File: config.mk
export PLATFORM = sky130hd
export DESIGN_NAME = mux_nto1_rr
export DESIGN_NICKNAME = d
export VERILOG_FILES = /design/src/rtl/mux_nto1_rr.sv
export SDC_FILE = /design/constraint.sdc
export NUM_CORES = 1
export LEC_CHECK = 0
export ABC_AREA = 1
export CAP_MARGIN = 20
export CELL_PAD_IN_SITES_DETAIL_PLACEMENT = 0
export CELL_PAD_IN_SITES_GLOBAL_PLACEMENT = 1
export CORE_MARGIN = 10
export CORE_UTILIZATION = 27
export CTS_CLUSTER_SIZE = 28
export DETAILED_ROUTE_END_ITERATION = 8
export GPL_TIMING_DRIVEN = 0
export PLACE_DENSITY_LB_ADDON = 0.1
export SKIP_CTS_REPAIR_TIMING = 1
export SLEW_MARGIN = 20
export SYNTH_ARGS = -nofsm -noshare
export SYNTH_HDL_FRONTEND = slang
export SYNTH_SLANG_ARGS = --single-unit
File: constraint.sdc
create_clock -name clk -period 4.6 [get_ports clk]
set_clock_uncertainty 0.2 [all_clocks]
set_input_delay 0.69 -clock clk [delete_from_list [all_inputs] [get_ports clk]]
set_output_delay 0.69 -clock clk [all_outputs]
set_load 0.1 [all_outputs]
File: src/rtl/mux_nto1_rr.sv
// N-input, W-bit multiplexer with a registered, handshaked output. Selection is
// either a software-steered fixed index or round-robin over requesting channels.
module mux_nto1_rr #(
  parameter int N = 8,
  parameter int W = 8
) (
  input  logic                   clk,
  input  logic                   rst_n,
  input  logic [N*W-1:0]         in_data,
  input  logic [N-1:0]           in_valid,
  output logic [N-1:0]           in_ready,
  input  logic                   mode,
  input  logic [$clog2(N)-1:0]   sel,
  output logic [W-1:0]           out_data,
  output logic                   out_valid,
  input  logic                   out_ready,
  output logic [$clog2(N)-1:0]   out_chan
);

  localparam int SEL_W = $clog2(N);

  typedef enum logic {
    MODE_FIXED = 1'b0,
    MODE_RR    = 1'b1
  } mode_e;

  logic [SEL_W-1:0] ptr;
  logic [SEL_W-1:0] grant_idx;
  logic [SEL_W-1:0] rr_idx;
  logic             grant_valid;
  logic             load_en;
  logic             xfer;
  logic [N-1:0]     grant;
  logic [W-1:0]     grant_data;

  // NOTE: every always_comb output gets a default before any branch so no
  // path leaves it unassigned, which would otherwise infer a latch.
  always_comb begin
    grant_valid = 1'b0;
    grant_idx   = '0;
    rr_idx      = '0;
    if (mode_e'(mode) == MODE_FIXED) begin
      // An out-of-range sel simply matches no channel, so nothing is granted.
      for (int i = 0; i < N; i++) begin
        if (sel == SEL_W'(i) && in_valid[i]) begin
          grant_valid = 1'b1;
          grant_idx   = SEL_W'(i);
        end
      end
    end else begin
      // Search ptr+1, ptr+2, ... wrapping; the first requester found wins.
      for (int k = 1; k <= N; k++) begin
        rr_idx = SEL_W'((int'(ptr) + k) % N);
        if (!grant_valid && in_valid[rr_idx]) begin
          grant_valid = 1'b1;
          grant_idx   = rr_idx;
        end
      end
    end
  end

  // Single-entry output register: it can take a word when empty or draining.
  assign load_en    = !out_valid || out_ready;
  assign xfer       = load_en && grant_valid;
  assign grant      = grant_valid ? (N'(1) << grant_idx) : '0;
  assign grant_data = in_data[grant_idx*W +: W];
  assign in_ready   = (rst_n && load_en) ? grant : '0;

  // NOTE: sequential state uses non-blocking assignments so every register
  // samples pre-edge values regardless of statement order.
  always_ff @(posedge clk or negedge rst_n) begin
    if (!rst_n) begin
      out_valid <= 1'b0;
      out_data  <= '0;
      out_chan  <= '0;
      ptr       <= SEL_W'(N - 1);
    end else if (xfer) begin
      out_valid <= 1'b1;
      out_data  <= grant_data;
      out_chan  <= grant_idx;
      if (mode_e'(mode) == MODE_RR) begin
        ptr <= grant_idx;
      end
    end else if (out_ready) begin
      out_valid <= 1'b0;
    end
  end

endmodule

Run 1, pin placement:
Scale: 4 px per um. Pins as bars across the die edge, other pins in gray.
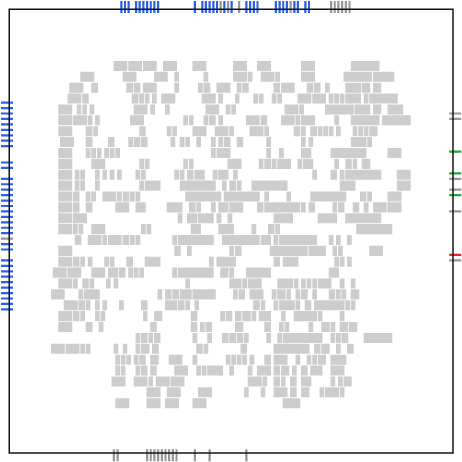
Key: green = `out_chan` [pins 3, direction output, edge right]; blue = `in_data` [pins 64, direction input, edge 34 left, 30 top]; red = `rst_n` [pins 1, direction input, edge right]
All pins by edge: 40 top, 35 left, 14 bottom, 10 right.

Run 1, M2 wires:
Scale: 4 px per um.
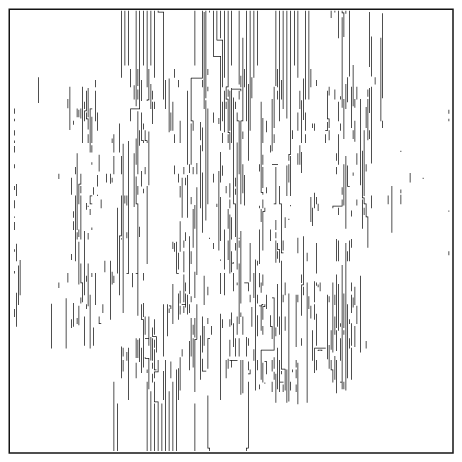
The longest straight run is 42.2 um. The layer holds 47% of the routed length.

Run 1, met3 routing:
Scale: 2 px per um. Cells faint in the background.
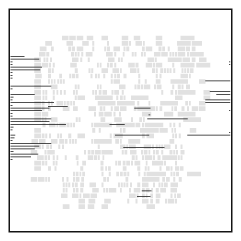
52 nets have wire on it. The wires run mostly horizontal. The layer carries 458 um of wire.

Run 1, M1 wires:
Scale: 3 px per um. Cells faint in the background.
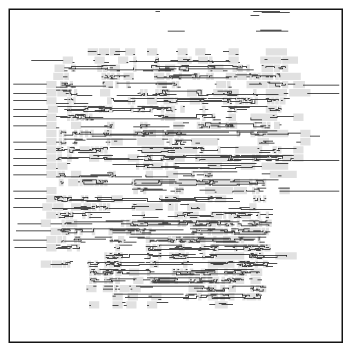
The layer holds 47% of the routed length. The wires run mostly horizontal. 528 nets have wire on it. The longest straight run is 44.6 um.

-- run 1: area by class of cell --
cell class	instances	area, um2
Buffer	16	118.9
Clock buffer	4	45.04
Fill cell	871	4230
Inverter	27	103.9
Multi-Input combinational cell	342	1720
Sequential cell	15	379.1
Tap cell	102	127.6
Timing Repair Buffer	108	1122
-- run 1: cells in the final DEF (no fill, tap or decap), types with 2 or more instances in the layout --
master	n
nor2_1	16
buf_4	12
dfrtp_1	12
dfstp_2	3
nand2_4	3
o21ai_1	2
nand2_2	7
o21ai_2	3
buf_6	7
clkdlybuf4s50_1	90
a31oi_1	3
buf_12	6
nand3_2	7
inv_1	20
nand3_1	69
buf_2	5
inv_2	6
nor2_4	6
nand2_1	193
clkbuf_8	3
nand4_1	6
clkbuf_1	4
a21oi_1	3
o21ai_0	6
nor2_2	4
==> results_dict.tcl, run 1 <==
# flow metrics
set metrics [dict create \
    top_cells_by_area "nand2_1 (34%), nand3_1 (16%), dfrtp_1 (14%)" \
    pg_seq_uw 236 \
    cts_tree "done" \
    status "completed" \
    ys_area_mm2 0.002213 \
    grt_pass1_wl_mm 14.21 \
    post-synth-top-count-cell "nand2_1" \
    finalHoldViolations 0 \
    avgRoutedWirePerCell_um 14.20 \
    mux_share_pct 0 \
    yosysTopAreaCellShare_pct 33.58 \
    antenna_found_initial 0 \
    p_seq_share_pct 7.6 \
    wl_met2_mm 4.126 \
    drtIter0Drc 93 \
    p_switching_mw 1.910 \
    rrSetupSlack_ns 1.22 \
    grt_pass1_vias 2774 \
    ys_top_logic_family "simple AND/OR/NAND/NOR gates" \
    top_area_cell "nand2_1" \
    avgSynthCellArea_um2 5.520 \
]
==> run 2: changes to the inputs <==
- GPL_ROUTABILITY_DRIVEN: not set -> 0
Run 2, M1 wires:
Scale: 3 px per um. Cells faint in the background.
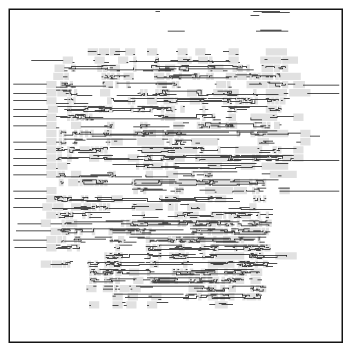
The wires run mostly horizontal. The longest straight run is 44.6 um.

==> results_dict.tcl, run 2 <==
# flow metrics
set metrics [dict create \
    status "completed" \
    setup_viol 0 \
    track_usage_pct 13.45 \
    regMostFlops "out_data" \
    avgRoutedWirePerCell_um 14.20 \
    ys_top_logic_family "simple AND/OR/NAND/NOR gates" \
    drt-met1-wl_mm 4.114 \
    p_seq_share_pct 7.6 \
    wl_met2_mm 4.126 \
    ys_ff 15 \
    relSlewSlack_pct 31.49 \
    p_switching_mw 1.910 \
    antenna_found_initial 0 \
    synth_stat.cells 401 \
    rrSetupSlack_ns 1.22 \
    htreeDepth 1 \
    crit_chain "buf_6 -> inv_2 -> buf_6 -> ha_4 -> inv_4 -> nand3_1 -> nand2_1 -> nor2_1 -> a31oi_2 -> inv_1 -> nand2_2 -> inv_2 -> nand2_1 -> nand3_1 -> o21ai_1 -> buf_2 -> buf_6 -> nand2_1 -> nor2_2 -> buf_6" \
    syn_area_mm2 0.002213 \
    crit_required_ns 3.71 \
    drtIter0Drc 93 \
    top_area_cell "nand2_1" \
    syn-num-nets 482 \
    hold_class "reg2reg" \
    mostFrequentLayoutCells "nand2_1 (193), clkdlybuf4s50_1 (90), nand3_1 (69), inv_1 (20), nor2_1 (16)" \
    pg_seq_uw 236 \
    avgSynthCellArea_um2 5.520 \
    top_cells_by_area "nand2_1 (34%), nand3_1 (16%), dfrtp_1 (14%)" \
    globalRoute.totalOverflow 0 \
    ys_area_mm2 0.002213 \
    drc_errors 0 \
    min_path_cells 2 \
    finalHoldViolations 0 \
    grt_pass1_vias 2774 \
    vias 2807 \
    grt_pass1_wl_mm 14.21 \
    cp-endpoint "in_ready[4]" \
    clock_sinks 15 \
    power_mw 3.095 \
    yosysTopAreaCellShare_pct 33.58 \
    fin_crit_sh_pct 93.81 \
    lay_top_count "nand2_1" \
    cts_root_buf "clkbuf_8" \
    cts_tree "done" \
    mux_share_pct 0 \
    setup_tns_ns 0 \
    post-synth-top-count-cell "nand2_1" \
]
Run 2, M2 wires:
Scale: 4 px per um.
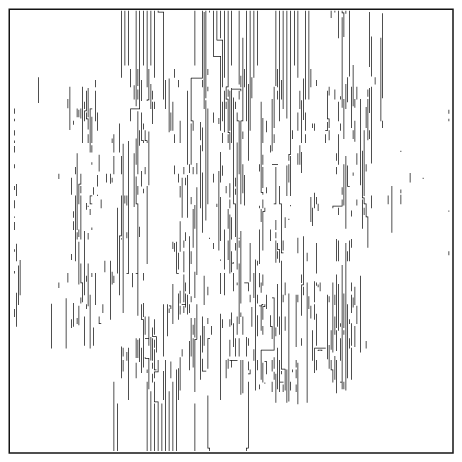
The longest straight run is 42.2 um. 439 nets have wire on it.

[run 2: cell counts in the layout (fill, tap and decap cells not counted)]
Identical to the previous run, type by type.
[run 2: per-stage QoR]
step	std cells	setup WS (ns)
floorplan	401	-0.2355
global placement	601	-0.8057
detailed placement	601	-0.7869
CTS	605	-1.071
global route	614	-0.001471
finish	614	0.2849
[run 2: final cells by class]
class	count	area [um2]
buffer	16	118.9
clock buffer	4	45.04
fill	871	4230
inverter	27	103.9
multi-input combinational	342	1720
sequential	15	379.1
tap	102	127.6
timing repair buffer	108	1122
[run 2: cells by family after synthesis]
family | after synthesis
compound gates | 20
simple gates | 317
buf+inv | 44
fa+ha+maj | 2
flops | 15
xor+xnor | 3
